## src/rtl/fbrc_pkg.sv

```systemverilog
// Shared definitions for the fabric run controller and its counter core.
package fbrc_pkg;

    // Default counter / limit width.
    localparam int CNT_W = 4;

    // Count direction encoding, as seen on cmd_dir and the core's dir input.
    localparam logic DIR_UP   = 1'b0;
    localparam logic DIR_DOWN = 1'b1;

    // Controller sequencing states.
    typedef enum logic [1:0] {
        ST_IDLE = 2'd0,
        ST_RUN  = 2'd1,
        ST_HOLD = 2'd2,
        ST_DONE = 2'd3
    } fbrc_state_t;

endpackage : fbrc_pkg

```

## src/rtl/fbrc_cnt_core.sv

```systemverilog
// WIDTH-bit synchronous up/down counter with parallel load.
// Load takes priority over enable; async active-low clear to zero.
module fbrc_cnt_core
    import fbrc_pkg::*;
#(
    parameter int WIDTH = CNT_W
) (
    input  logic             clk,
    input  logic             reset,
    input  logic             en,
    input  logic             ld,
    input  logic [WIDTH-1:0] ld_val,
    input  logic             dir,
    output logic [WIDTH-1:0] q
);

    logic [WIDTH-1:0] r_q;

    // Counter register: load, else step in the requested direction when enabled.
    always_ff @(posedge clk or negedge reset) begin
        if (!reset) begin
            r_q <= '0;
        end else if (ld) begin
            r_q <= ld_val;
        end else if (en) begin
            if (dir == DIR_DOWN) begin
                r_q <= r_q - WIDTH'(1);
            end else begin
                r_q <= r_q + WIDTH'(1);
            end
        end
    end

    assign q = r_q;

endmodule : fbrc_cnt_core

```

## src/rtl/fbrc_seq_ctrl.sv

```systemverilog
// Run controller for the counter core: accepts a count command, sequences
// the run (pause/resume, abort, terminal detection) and reports tc/done.
// The counter core is private to this block; only the controller drives it.
module fbrc_seq_ctrl
    import fbrc_pkg::*;
#(
    parameter int WIDTH = CNT_W
) (
    input  logic             clk,
    input  logic             reset,
    input  logic             cmd_valid,
    output logic             cmd_ready,
    input  logic [WIDTH-1:0] cmd_limit,
    input  logic             cmd_dir,
    input  logic             cmd_reload,
    input  logic             pause,
    input  logic             abort,
    output logic [WIDTH-1:0] out,
    output logic             busy,
    output logic             tc,
    output logic             done
);

    fbrc_state_t      r_state;
    fbrc_state_t      w_state_next;

    // Latched command fields, valid from the accept edge until the next accept.
    logic [WIDTH-1:0] r_limit;
    logic             r_dir;
    logic             r_reload;
    logic             r_tc;

    logic             w_accept;
    logic             w_tc_next;
    logic             w_cnt_en;
    logic             w_cnt_ld;
    logic [WIDTH-1:0] w_cnt_ld_val;
    logic [WIDTH-1:0] w_cnt_q;
    logic [WIDTH-1:0] w_start;
    logic [WIDTH-1:0] w_term;
    logic             w_at_term;

    // Accept only in IDLE; cmd_ready is a pure state decode.
    assign w_accept = cmd_valid && (r_state == ST_IDLE);

    // Start and terminal values of the latched run.
    assign w_start   = (r_dir == DIR_DOWN) ? r_limit : '0;
    assign w_term    = (r_dir == DIR_DOWN) ? '0 : r_limit;
    assign w_at_term = (w_cnt_q == w_term);

    // Next-state and counter-control decode. HOLD re-evaluates the same
    // decisions as RUN every edge, so releasing pause steps the counter on
    // that very edge and a pause costs exactly its own length in cycles.
    always_comb begin
        w_state_next = r_state;
        w_cnt_en     = 1'b0;
        w_cnt_ld     = 1'b0;
        w_cnt_ld_val = '0;
        w_tc_next    = 1'b0;
        unique case (r_state)
            ST_IDLE: begin
                if (cmd_valid) begin
                    w_state_next = ST_RUN;
                    w_cnt_ld     = 1'b1;
                    w_cnt_ld_val = (cmd_dir == DIR_DOWN) ? cmd_limit : '0;
                end
            end
            ST_RUN, ST_HOLD: begin
                if (abort) begin
                    w_state_next = ST_IDLE;
                    w_cnt_ld     = 1'b1;
                    w_cnt_ld_val = '0;
                end else if (pause) begin
                    w_state_next = ST_HOLD;
                end else if (w_at_term) begin
                    if (r_reload) begin
                        w_state_next = ST_RUN;
                        w_cnt_ld     = 1'b1;
                        w_cnt_ld_val = w_start;
                        w_tc_next    = 1'b1;
                    end else begin
                        w_state_next = ST_DONE;
                    end
                end else begin
                    w_state_next = ST_RUN;
                    w_cnt_en     = 1'b1;
                end
            end
            ST_DONE: begin
                w_state_next = ST_IDLE;
            end
            default: begin
                w_state_next = ST_IDLE;
            end
        endcase
    end

    // State register and registered terminal-count pulse.
    always_ff @(posedge clk or negedge reset) begin
        if (!reset) begin
            r_state <= ST_IDLE;
            r_tc    <= 1'b0;
        end else begin
            r_state <= w_state_next;
            r_tc    <= w_tc_next;
        end
    end

    // Command latch, loaded only on the accept edge.
    always_ff @(posedge clk or negedge reset) begin
        if (!reset) begin
            r_limit  <= '0;
            r_dir    <= DIR_UP;
            r_reload <= 1'b0;
        end else if (w_accept) begin
            r_limit  <= cmd_limit;
            r_dir    <= cmd_dir;
            r_reload <= cmd_reload;
        end
    end

    fbrc_cnt_core #(
        .WIDTH (WIDTH)
    ) u_cnt_core (
        .clk    (clk),
        .reset  (reset),
        .en     (w_cnt_en),
        .ld     (w_cnt_ld),
        .ld_val (w_cnt_ld_val),
        .dir    (r_dir),
        .q      (w_cnt_q)
    );

    // Status outputs, all decoded from registers.
    assign out       = w_cnt_q;
    assign cmd_ready = (r_state == ST_IDLE);
    assign busy      = (r_state == ST_RUN) || (r_state == ST_HOLD);
    assign done      = (r_state == ST_DONE);
    assign tc        = r_tc;

endmodule : fbrc_seq_ctrl

```

## config.mk

```make
export PLATFORM = sky130hd
export DESIGN_NAME = fbrc_seq_ctrl
export DESIGN_NICKNAME = d
export VERILOG_FILES = /design/src/rtl/fbrc_pkg.sv /design/src/rtl/fbrc_cnt_core.sv /design/src/rtl/fbrc_seq_ctrl.sv
export SDC_FILE = /design/constraint.sdc
export NUM_CORES = 1
export LEC_CHECK = 0
export CAP_MARGIN = 10
export CORE_MARGIN = 4
export CORE_UTILIZATION = 35
export DETAILED_ROUTE_END_ITERATION = 10
export GPL_TIMING_DRIVEN = 0
export SETUP_SLACK_MARGIN = 0.3
export SLEW_MARGIN = 10
export SYNTH_ARGS = -nofsm -noshare
export SYNTH_HDL_FRONTEND = slang
export SYNTH_HIERARCHICAL = 1
export SYNTH_SLANG_ARGS = --single-unit
```

## constraint.sdc

```tcl
create_clock -name clk -period 3 [get_ports clk]
set_clock_uncertainty 0.05 [all_clocks]
set_input_delay 0.6 -clock clk [delete_from_list [all_inputs] [get_ports clk]]
set_output_delay 0.6 -clock clk [all_outputs]
set_load 0.005 [all_outputs]
```

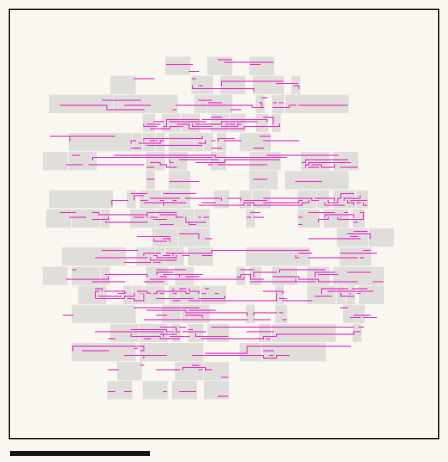
*Metal 1*
Scale bar: 20 µm.
main direction: horizontal
wire length on this layer: 998 µm
share of all routed wire: 47%
nets with wire on the layer: 121
vias: 839
Detailed Route WL: 2.14 mm
GR Util met1: 18.7%

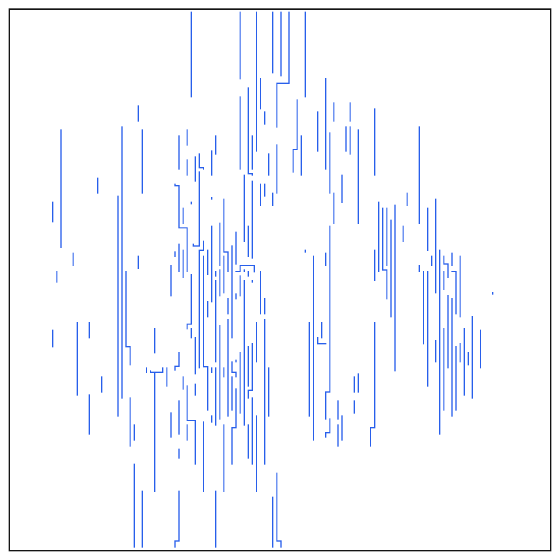
*M2 wires*
longest straight run: 30.6 µm
wire length on this layer: 1,010 µm
share of all routed wire: 47%
nets with wire on the layer: 113
GRT met2 Usage: 19.5%

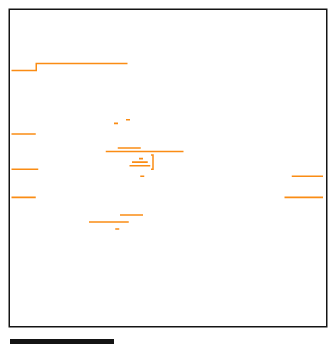
*Signal wires on met3*
Scale bar: 20 µm.
wire length on this layer: 91.0 µm
longest straight run: 17.5 µm
share of all routed wire: 4.3%
met3 Use GR: 2.55%

==> results.txt <==
Overflow after GRT = 0
DRT iter0 DRCs = 34
Fill cells = 272
Clk sinks = 13
Fmax = 0.405 GHz
Via-to-Cell Ratio = 5.52
Syn nets = 117
CP endpoint kind = flip-flop
Comb area leader = simple AND/OR/NAND/NOR gates
Slew margin rel. = 60.5%
CTS tree = built
Bufs on Longest Clock Path = 2
CP cell instances = buf_6, o21ba_2, nor3_2, o221ai_2, o22ai_1, buf_6, or3b_1, a221o_1, nand3_1
Most common logic cells in the final layout = 18 x clkdlybuf4s50_1, 14 x nand2_1, 13 x dfrtp_1
First-pass GRT wire length = 3.62 mm
Status = complete, no violations
Netlist cell types = 33
Flop share of the area = 26.5%
I/O Buffers = 18
DR WL met2 = 1.01 mm
Hold_ws = 519 ps
Comb. pwr = 0.738 mW
Comb/total area = 49.1%
Die X = 61.0 µm
Largest power group = combinational logic
Multi-In Gates = 77
Antenna viol nets, final = 0
DRC = 0
Most Crowded Layer GR = met2
Min-delay src = r_reload$_DFFE_PN0P_
Startpoint types = flip-flop
Crit-path max FO = 10
Switching pwr = 0.514 mW
Post-CTS setup repair buffer count = 0
FF-to-FF End = u_cnt_core/q[3]$_DFFE_PN0P_
CP arrival = 2640 ps
Gpl congestion = 0.759
Logic area = 603 µm²
Synth warn = 6
FP Util = 38.3%
Worst-margin pin slew = 590 ps
Commonest cells post-synth = 14 x nand2_1, 13 x dfrtp_1, 7 x mux2_2, 6 x inv_1
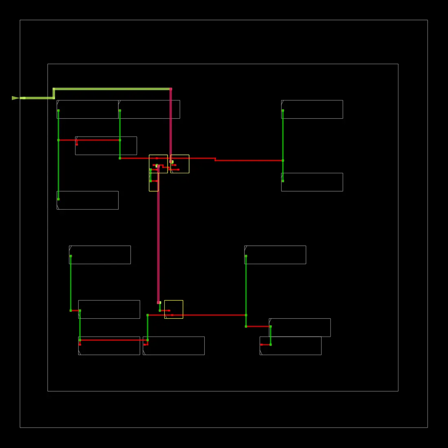
*Clock nets*
cts bufs inserted: 3
worst skew pair latency: 280 ps

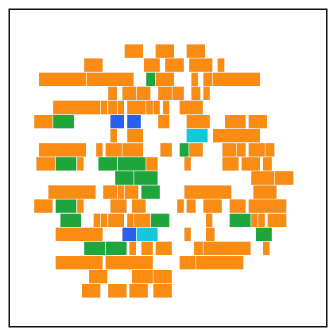
*Cells by drive strength*
legend:
  cyan:
    size: x6 and larger
    cells: 2
    share: 1.6%
    most_used: buf_6
  green:
    size: x2
    cells: 16
    share: 13%
    most_used: mux2_2
  blue:
    size: x3 and x4
    cells: 3
    share: 2.5%
    most_used: clkbuf_4
  orange:
    size: x1 and smaller
    cells: 101
    share: 83%
    most_used: clkdlybuf4s50_1
Final Cell Area: 1230 µm²
Area growth syn-to-layout: 25.0%

Power and IR drop assume default switching activity.
